### src/rtl/fetch_queue_if.sv
`default_nettype none
// ============================================================================
//  Module   : fetch_queue_if
//  Purpose  : Bundles the fetch stage's channels: redirect from the PC stage,
//             the instruction-memory request/response channel, and the
//             instruction handshake toward decode.
//             master = fetch_queue side, slave = surrounding system.
//  Revision : 1.0  initial release
// ============================================================================
interface fetch_queue_if #(
    parameter int ADDRESS_WIDTH = 32,
    parameter int DATA_WIDTH    = 32
);
    logic                     redirect;
    logic [ADDRESS_WIDTH-1:0] redirect_pc;
    logic                     imem_req_valid;
    logic [ADDRESS_WIDTH-1:0] imem_req_addr;
    logic                     imem_req_ready;
    logic                     imem_rsp_valid;
    logic [DATA_WIDTH-1:0]    imem_rsp_data;
    logic                     inst_valid;
    logic [DATA_WIDTH-1:0]    inst_data;
    logic [ADDRESS_WIDTH-1:0] inst_pc;
    logic                     inst_ready;

    modport master (
        input  redirect, redirect_pc,
        output imem_req_valid, imem_req_addr,
        input  imem_req_ready,
        input  imem_rsp_valid, imem_rsp_data,
        output inst_valid, inst_data, inst_pc,
        input  inst_ready
    );

    modport slave (
        output redirect, redirect_pc,
        input  imem_req_valid, imem_req_addr,
        output imem_req_ready,
        output imem_rsp_valid, imem_rsp_data,
        input  inst_valid, inst_data, inst_pc,
        output inst_ready
    );
endinterface
`default_nettype wire

### src/rtl/fetch_queue.sv
`default_nettype none
// ============================================================================
//  Module   : fetch_queue
//  Purpose  : Instruction fetch stage. Issues sequential word fetches under a
//             credit rule (queued + outstanding < DEPTH), collects in-order
//             responses into a DEPTH-entry queue tagged with their PC, and
//             hands them to decode. A redirect restarts fetching and marks
//             every in-flight response for discard.
//  Options  : FETCH_BYPASS_EN - when defined, a response arriving into an
//             empty queue is presented to decode in the same cycle.
//  Revision : 1.0  initial release
// ============================================================================
module fetch_queue #(
    parameter int                       ADDRESS_WIDTH = 32,
    parameter int                       DATA_WIDTH    = 32,
    parameter int                       DEPTH         = 4,
    parameter logic [ADDRESS_WIDTH-1:0] RESET_PC      = '0
) (
    input  wire logic       clk,
    input  wire logic       rst,
    fetch_queue_if.master   bus
);

    localparam int c_PTR_W  = $clog2(DEPTH);
    localparam int c_CNT_W  = c_PTR_W + 1;
    // Responses to discard can pile up across back-to-back redirects while
    // memory is slow, so this counter is wider than the credit counters.
    localparam int c_DROP_W = c_CNT_W + 8;
    localparam logic [c_CNT_W:0] c_DEPTH_V = (c_CNT_W + 1)'(DEPTH);

    // Architectural state
    logic [ADDRESS_WIDTH-1:0] r_fetch_pc;
    logic [c_PTR_W-1:0]       r_rd_ptr;
    logic [c_PTR_W-1:0]       r_wr_ptr;
    logic [c_CNT_W-1:0]       r_count;
    logic [c_CNT_W-1:0]       r_outstanding;
    logic [c_DROP_W-1:0]      r_drop;
    logic [c_PTR_W-1:0]       r_s_rd;
    logic [c_PTR_W-1:0]       r_s_wr;

    // Storage: instruction queue and side queue of outstanding request PCs
    logic [DATA_WIDTH-1:0]    r_q_data [DEPTH];
    logic [ADDRESS_WIDTH-1:0] r_q_pc   [DEPTH];
    logic [ADDRESS_WIDTH-1:0] r_s_pc   [DEPTH];

    // Combinational control
    logic                     w_credit;
    logic                     w_req_valid;
    logic                     w_accept;
    logic                     w_rsp_keep;
    logic                     w_rsp_drop;
    logic                     w_q_empty;
    logic                     w_bypass;
    logic                     w_push;
    logic                     w_deq;
    logic                     w_inst_valid;
    logic [DATA_WIDTH-1:0]    w_inst_data;
    logic [ADDRESS_WIDTH-1:0] w_inst_pc;
    logic [c_CNT_W-1:0]       w_count_nxt;
    logic [c_CNT_W-1:0]       w_out_nxt;
    logic [c_DROP_W-1:0]      w_drop_redirect;

    // Credit check, handshake decode and head-of-queue selection
    always_comb begin
        w_credit    = ({1'b0, r_count} + {1'b0, r_outstanding}) < c_DEPTH_V;
        w_req_valid = !bus.redirect && w_credit;
        w_accept    = w_req_valid && bus.imem_req_ready;
        w_rsp_drop  = bus.imem_rsp_valid && (r_drop != '0);
        w_rsp_keep  = bus.imem_rsp_valid && (r_drop == '0);
        w_q_empty   = (r_count == '0);
`ifdef FETCH_BYPASS_EN
        w_bypass    = w_q_empty && w_rsp_keep;
`else
        w_bypass    = 1'b0;
`endif
        w_inst_valid = !w_q_empty || w_bypass;
        w_inst_data  = w_bypass ? bus.imem_rsp_data : r_q_data[r_rd_ptr];
        w_inst_pc    = w_bypass ? r_s_pc[r_s_rd]     : r_q_pc[r_rd_ptr];
        // A bypassed word taken by decode never occupies a queue entry.
        w_push       = w_rsp_keep && !(w_bypass && bus.inst_ready);
        w_deq        = !bus.redirect && bus.inst_ready && !w_q_empty;
    end

    // Next-value arithmetic for the counters
    always_comb begin
        w_count_nxt = r_count;
        case ({w_push, w_deq})
            2'b10:   w_count_nxt = r_count + c_CNT_W'(1);
            2'b01:   w_count_nxt = r_count - c_CNT_W'(1);
            default: w_count_nxt = r_count;
        endcase
        w_out_nxt = r_outstanding;
        case ({w_accept, w_rsp_keep})
            2'b10:   w_out_nxt = r_outstanding + c_CNT_W'(1);
            2'b01:   w_out_nxt = r_outstanding - c_CNT_W'(1);
            default: w_out_nxt = r_outstanding;
        endcase
        // Every response still owed plus the pending discards, less any
        // response landing in this very cycle (it is discarded right now,
        // whether it belonged to the drop backlog or to an outstanding fetch).
        w_drop_redirect = r_drop + c_DROP_W'(r_outstanding)
                        - c_DROP_W'(bus.imem_rsp_valid);
    end

    // Pointers, counters and fetch PC; redirect flushes everything
    always_ff @(posedge clk or posedge rst) begin
        if (rst) begin
            r_fetch_pc    <= RESET_PC;
            r_rd_ptr      <= '0;
            r_wr_ptr      <= '0;
            r_count       <= '0;
            r_outstanding <= '0;
            r_drop        <= '0;
            r_s_rd        <= '0;
            r_s_wr        <= '0;
        end else if (bus.redirect) begin
            r_fetch_pc    <= bus.redirect_pc;
            r_rd_ptr      <= '0;
            r_wr_ptr      <= '0;
            r_count       <= '0;
            r_outstanding <= '0;
            r_drop        <= w_drop_redirect;
            r_s_rd        <= '0;
            r_s_wr        <= '0;
        end else begin
            if (w_accept) begin
                r_fetch_pc <= r_fetch_pc + ADDRESS_WIDTH'(4);
                r_s_wr     <= r_s_wr + c_PTR_W'(1);
            end
            if (w_rsp_keep) begin
                r_s_rd <= r_s_rd + c_PTR_W'(1);
            end
            if (w_push) begin
                r_wr_ptr <= r_wr_ptr + c_PTR_W'(1);
            end
            if (w_deq) begin
                r_rd_ptr <= r_rd_ptr + c_PTR_W'(1);
            end
            if (w_rsp_drop) begin
                r_drop <= r_drop - c_DROP_W'(1);
            end
            r_count       <= w_count_nxt;
            r_outstanding <= w_out_nxt;
        end
    end

    // Entry storage; stale contents behind the pointers are never observed
    always_ff @(posedge clk) begin
        if (w_push) begin
            r_q_data[r_wr_ptr] <= bus.imem_rsp_data;
            r_q_pc[r_wr_ptr]   <= r_s_pc[r_s_rd];
        end
        if (w_accept) begin
            r_s_pc[r_s_wr] <= r_fetch_pc;
        end
    end

    // Outputs are held quiet while reset is asserted
    assign bus.imem_req_valid = w_req_valid && !rst;
    assign bus.imem_req_addr  = r_fetch_pc;
    assign bus.inst_valid     = w_inst_valid && !rst;
    assign bus.inst_data      = w_inst_data;
    assign bus.inst_pc        = w_inst_pc;

endmodule
`default_nettype wire

### src/flat_wrapper.sv
// flat-port wrapper written by rule: the top's interface ports become plain ports
module fetch_queue_flat 
#(
    parameter int                       ADDRESS_WIDTH = 32,
    parameter int                       DATA_WIDTH    = 32,
    parameter int                       DEPTH         = 4,
    parameter logic [ADDRESS_WIDTH-1:0] RESET_PC      = '0
)
  (clk, rst, bus_redirect, bus_redirect_pc, bus_imem_req_valid, bus_imem_req_addr, bus_imem_req_ready, bus_imem_rsp_valid, bus_imem_rsp_data, bus_inst_valid, bus_inst_data, bus_inst_pc, bus_inst_ready);
  fetch_queue_if #(.ADDRESS_WIDTH(ADDRESS_WIDTH), .DATA_WIDTH(DATA_WIDTH)) bus_i ();
  input  wire logic clk;
  input  wire logic rst;
  input wire logic [$bits(bus_i.redirect)-1:0] bus_redirect;
  input wire logic [$bits(bus_i.redirect_pc)-1:0] bus_redirect_pc;
  output wire logic [$bits(bus_i.imem_req_valid)-1:0] bus_imem_req_valid;
  output wire logic [$bits(bus_i.imem_req_addr)-1:0] bus_imem_req_addr;
  input wire logic [$bits(bus_i.imem_req_ready)-1:0] bus_imem_req_ready;
  input wire logic [$bits(bus_i.imem_rsp_valid)-1:0] bus_imem_rsp_valid;
  input wire logic [$bits(bus_i.imem_rsp_data)-1:0] bus_imem_rsp_data;
  output wire logic [$bits(bus_i.inst_valid)-1:0] bus_inst_valid;
  output wire logic [$bits(bus_i.inst_data)-1:0] bus_inst_data;
  output wire logic [$bits(bus_i.inst_pc)-1:0] bus_inst_pc;
  input wire logic [$bits(bus_i.inst_ready)-1:0] bus_inst_ready;
  assign bus_i.redirect = bus_redirect;
  assign bus_i.redirect_pc = bus_redirect_pc;
  assign bus_imem_req_valid = bus_i.imem_req_valid;
  assign bus_imem_req_addr = bus_i.imem_req_addr;
  assign bus_i.imem_req_ready = bus_imem_req_ready;
  assign bus_i.imem_rsp_valid = bus_imem_rsp_valid;
  assign bus_i.imem_rsp_data = bus_imem_rsp_data;
  assign bus_inst_valid = bus_i.inst_valid;
  assign bus_inst_data = bus_i.inst_data;
  assign bus_inst_pc = bus_i.inst_pc;
  assign bus_i.inst_ready = bus_inst_ready;
  fetch_queue #(.ADDRESS_WIDTH(ADDRESS_WIDTH), .DATA_WIDTH(DATA_WIDTH), .DEPTH(DEPTH), .RESET_PC(RESET_PC)) u_core (.clk(clk), .rst(rst), .bus(bus_i));
endmodule
### config.mk
export PLATFORM = sky130hd
export DESIGN_NAME = fetch_queue_flat
export DESIGN_NICKNAME = d
export VERILOG_FILES = /design/src/rtl/fetch_queue_if.sv /design/src/rtl/fetch_queue.sv /design/src/flat_wrapper.sv
export SDC_FILE = /design/constraint.sdc
export NUM_CORES = 1
export LEC_CHECK = 0
export CORE_MARGIN = 4
export CORE_UTILIZATION = 50
export CTS_BUF_LIST = sky130_fd_sc_hd__clkbuf_16
export CTS_CLUSTER_SIZE = 14
export DETAILED_ROUTE_END_ITERATION = 12
export GPL_ROUTABILITY_DRIVEN = 0
export GPL_TIMING_DRIVEN = 0
export PLACE_DENSITY_LB_ADDON = 0.1
export SKIP_CTS_REPAIR_TIMING = 1
export SYNTH_ARGS = -nofsm -noshare
export SYNTH_HDL_FRONTEND = slang
export SYNTH_SLANG_ARGS = --single-unit
### constraint.sdc
create_clock -name clk -period 3.6 [get_ports clk]
set_input_delay 0.36 -clock clk [delete_from_list [all_inputs] [get_ports clk]]
set_output_delay 0.36 -clock clk [all_outputs]
set_load 0.01 [all_outputs]
==> run_1/sizing.png <==
Drawn at 2 px/µm.
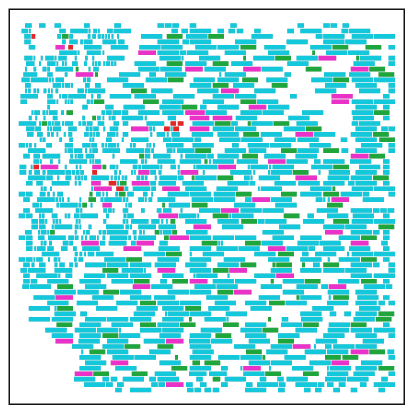
legend:
  x6 and larger:
    color: magenta
    cells: 59
    share: 4.8%
    most_used: clkbuf_16
  x2:
    color: green
    cells: 133
    share: 11%
    most_used: mux4_2
  x3 and x4:
    color: red
    cells: 10
    share: 0.82%
    most_used: and2_4
  x1 and smaller:
    color: cyan
    cells: 1,022
    share: 83%
    most_used: edfxtp_1
final instance area: 21,600 µm²
Layout area overhead: 21.2%
PnR worst setup slack: 0.337 ns

==> run_1/m2.png <==
Drawn at 1.5 px/µm.
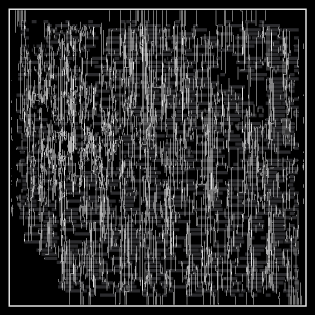
share of all routed wire: 49%
main direction: vertical
longest straight run: 132 µm

==> run_1/m3.png <==
Drawn at 1.5 px/µm.
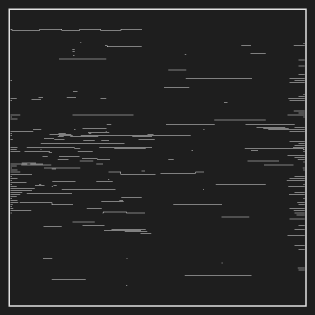
main direction: horizontal
wire length on this layer: 2,090 µm
longest straight run: 72.9 µm
grt met3 use: 3.15%
via count: 9,491
final WL: 37,400 µm

==> out/qor.csv, run 1 <==
stage;metric;value;unit
status;status;completed;
critical_path;crit end category;output pin;
critical_path;Reg2Reg Depth;7;
critical_path;r2r setup slk;0.41;ns
placement;Detailed Place HPWL;24600;µm
sta;Rel. slew slack;38.5;%
die;Horiz. Die Dim;197;µm
final_layout;logic share of the area;21.0;%
global_routing;met1 Resource Use GR;27.5;%
synthesis;yosys stat area;17800;µm²
sta;Worst Skew;0.0131;ns
critical_path;CP endpoint;bus_inst_pc[5];
critical_path;cell family with most CP delay;buffers and inverters;
critical_path;R2R Path Start;u_core.r_count[1];
final_layout;MI comb area;4540;µm²
final_layout;Non-Clock Buffer Count;213;
critical_path;crit path DRT;3.24;ns
pwr;P_sw;0.00324;W
synthesis;synth warn;0;
placement;Inst Count DP;1599;
final_layout;Inverters;37;
global_routing;pin count of the biggest net entering global routing;59;
critical_path;reg-to-reg endpoint;u_core.r_s_pc[0][16];
synthesis;Post-synth ARST share;12.9;%
critical_path;arrival time worst endpoint;2.90;ns
synthesis;XOR-XNOR Cells, Area Fraction;1.62;%
clock_tree;CTS tree;built;
clock_tree;CTS clk-pin slew, worst paths;0.06;ns
die;core region area;34900;µm²
pwr;part of the power in registers;47.8;%
synthesis;sequential element share of the synthesized area;72.7;%
global_routing;vias in the first global route;9777;
detailed_routing;top sig layer;met4;
critical_path;CP startpoint;u_core.r_rd_ptr[1];
synthesis;Mapped Nets;1078;
placement;placed inst area;20200;µm²
critical_path;Cell Chain, Critical Path;clkbuf_1, clkbuf_1, mux4_2, clkdlybuf4s50_1;
detailed_routing;DR WL met2;18200;µm
final_layout;Layout Cells excl Fill;1679;
pwr;sequential group power;0.00605;W
critical_path;worst stage delay on the critical path;0.62;ns
pwr;Internal;0.00941;W
critical_path;slowest library cell on the worst path;clkbuf_1;
die;# rows;68;
sta;Final Hold Fails;0;
detailed_routing;met3 routed WL;2090;µm
critical_path;critical path class;reg2out;
pwr;Leak;7.29;nW
die;fp_density;51.1;%
detailed_routing;initial DRC count;584;
clock_tree;clk sinks;441;
==> run 2: changes to the inputs <==
Settings changed: CORE_UTILIZATION 50 to 52.
==> out/qor.csv, run 2 <==
stage;metric;value;unit;change
final_layout;Inverters;37;;unchanged
final_layout;Regs by FF count;u_core.r_q_data (128), u_core.r_q_pc (128), u_core.r_s_pc (128);;
synthesis;synth warn;0;;unchanged
final_layout;final instance area;21600;µm²;-0.19%
placement;Inst Count DP;1592;;-0.44%
status;status;completed;;
die;fp_density;52.9;%;+1.8 points
critical_path;Stages on worst setup path;4;;
global_routing;pin count of the biggest net entering global routing;57;;-3.4%
final_layout;logic share of the area;21.0;%;+0.040 points
synthesis;Post-synth ARST share;12.9;%;unchanged
pwr;clock network power share;33.5;%;
critical_path;CP endpoint;bus_inst_pc[8];;
critical_path;r2r setup slk;0.46;ns;+0.05 ns
global_routing;met1 Resource Use GR;29.5;%;+1.9 points
pwr;P_sw;0.00322;W;-0.56%
critical_path;worst stage delay on the critical path;0.72;ns;+0.10 ns
critical_path;Cell Chain, Critical Path;clkbuf_1, buf_1, mux4_2, clkdlybuf4s50_1;;
critical_path;Reg2Reg Depth;7;;unchanged
placement;placed inst area;20200;µm²;-0.13%
sta;Final Hold Fails;0;;unchanged
critical_path;R2R Path Start;u_core.r_outstanding[1];;
clock_tree;total CTS buffers;44;;
critical_path;cell family with most CP delay;buffers and inverters;;
sta;Rel. slew slack;39.3;%;+0.77 points
critical_path;slowest library cell on the worst path;buf_1;;
final_layout;MI comb area;4540;µm²;unchanged
detailed_routing;initial DRC count;688;;+18%
sta;hold_ws;0.351;ns;
die;core region area;33700;µm²;-3.4%
pwr;part of the power in registers;48.1;%;+0.3 points
pwr;sequential group power;0.00605;W;about the same
final_layout;most used logic cell in the final layout;edfxtp_1;;
final_layout;fillers;2429;;
detailed_routing;met3 routed WL;2070;µm;-0.96%
pwr;Leak;7.26;nW;-0.41%
pwr;Internal;0.00934;W;-0.72%
global_routing;met2 GRT Util;33.1;%;
die;Die H;193;µm;
critical_path;reg-to-reg endpoint;u_core.r_s_pc[0][27];;
synthesis;sequential element share of the synthesized area;72.7;%;unchanged
synthesis;Post-synth top flop;edfxtp_1;;
global_routing;initial antenna violation count;0;;
synthesis;Mapped Nets;1078;;unchanged
die;Horiz. Die Dim;193;µm;-1.9%
clock_tree;CTS clk-pin slew, worst paths;0.07;ns;about the same
detailed_routing;DR WL met2;17800;µm;-1.8%
critical_path;CP startpoint;u_core.r_rd_ptr[1];;
synthesis;XOR-XNOR Cells, Area Fraction;1.62;%;unchanged
placement;Detailed Place HPWL;24100;µm;-2.0%
sta;Worst Skew;0.0230;ns;+0.00994 ns
detailed_routing;top sig layer;met4;;
final_layout;Layout Cells excl Fill;1674;;-0.30%
clock_tree;CTS tree;built;;
sta;PnR worst setup slack;0.157;ns;-0.180 ns
critical_path;crit path DRT;3.24;ns;about the same
critical_path;critical path class;reg2out;;
final_layout;Layout area overhead;21.0;%;
die;# rows;67;;-1.5%
synthesis;yosys stat area;17800;µm²;unchanged
synthesis;Area leader share;64.7;%;
critical_path;crit end category;output pin;;
sta;slew at the pin closest to its max-slew limit;0.911;ns;
clock_tree;clk sinks;441;;unchanged
detailed_routing;DRC Markers;0;;
critical_path;arrival time worst endpoint;3.08;ns;+0.18 ns
critical_path;Buf/Inv on CP;3;;
global_routing;vias in the first global route;9884;;+1.1%
die;# Taps;448;;
final_layout;Non-Clock Buffer Count;213;;unchanged
==> run_2/m3.png <==
Drawn at 1.5 px/µm.
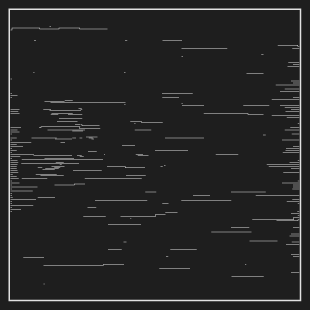
nets with wire on the layer: 160
share of all routed wire: 5.6%
main direction: horizontal
wire length on this layer: 2,070 µm
via count: 9,436
final WL: 36,600 µm
grt met3 use: 2.97%

==> run_2/m2.png <==
Drawn at 1.5 px/µm.
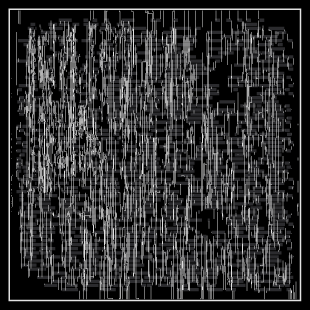
main direction: vertical
nets with wire on the layer: 1,105
share of all routed wire: 49%
wire length on this layer: 17,800 µm

No activity file was given, so power comes from the tool's default toggle rates.
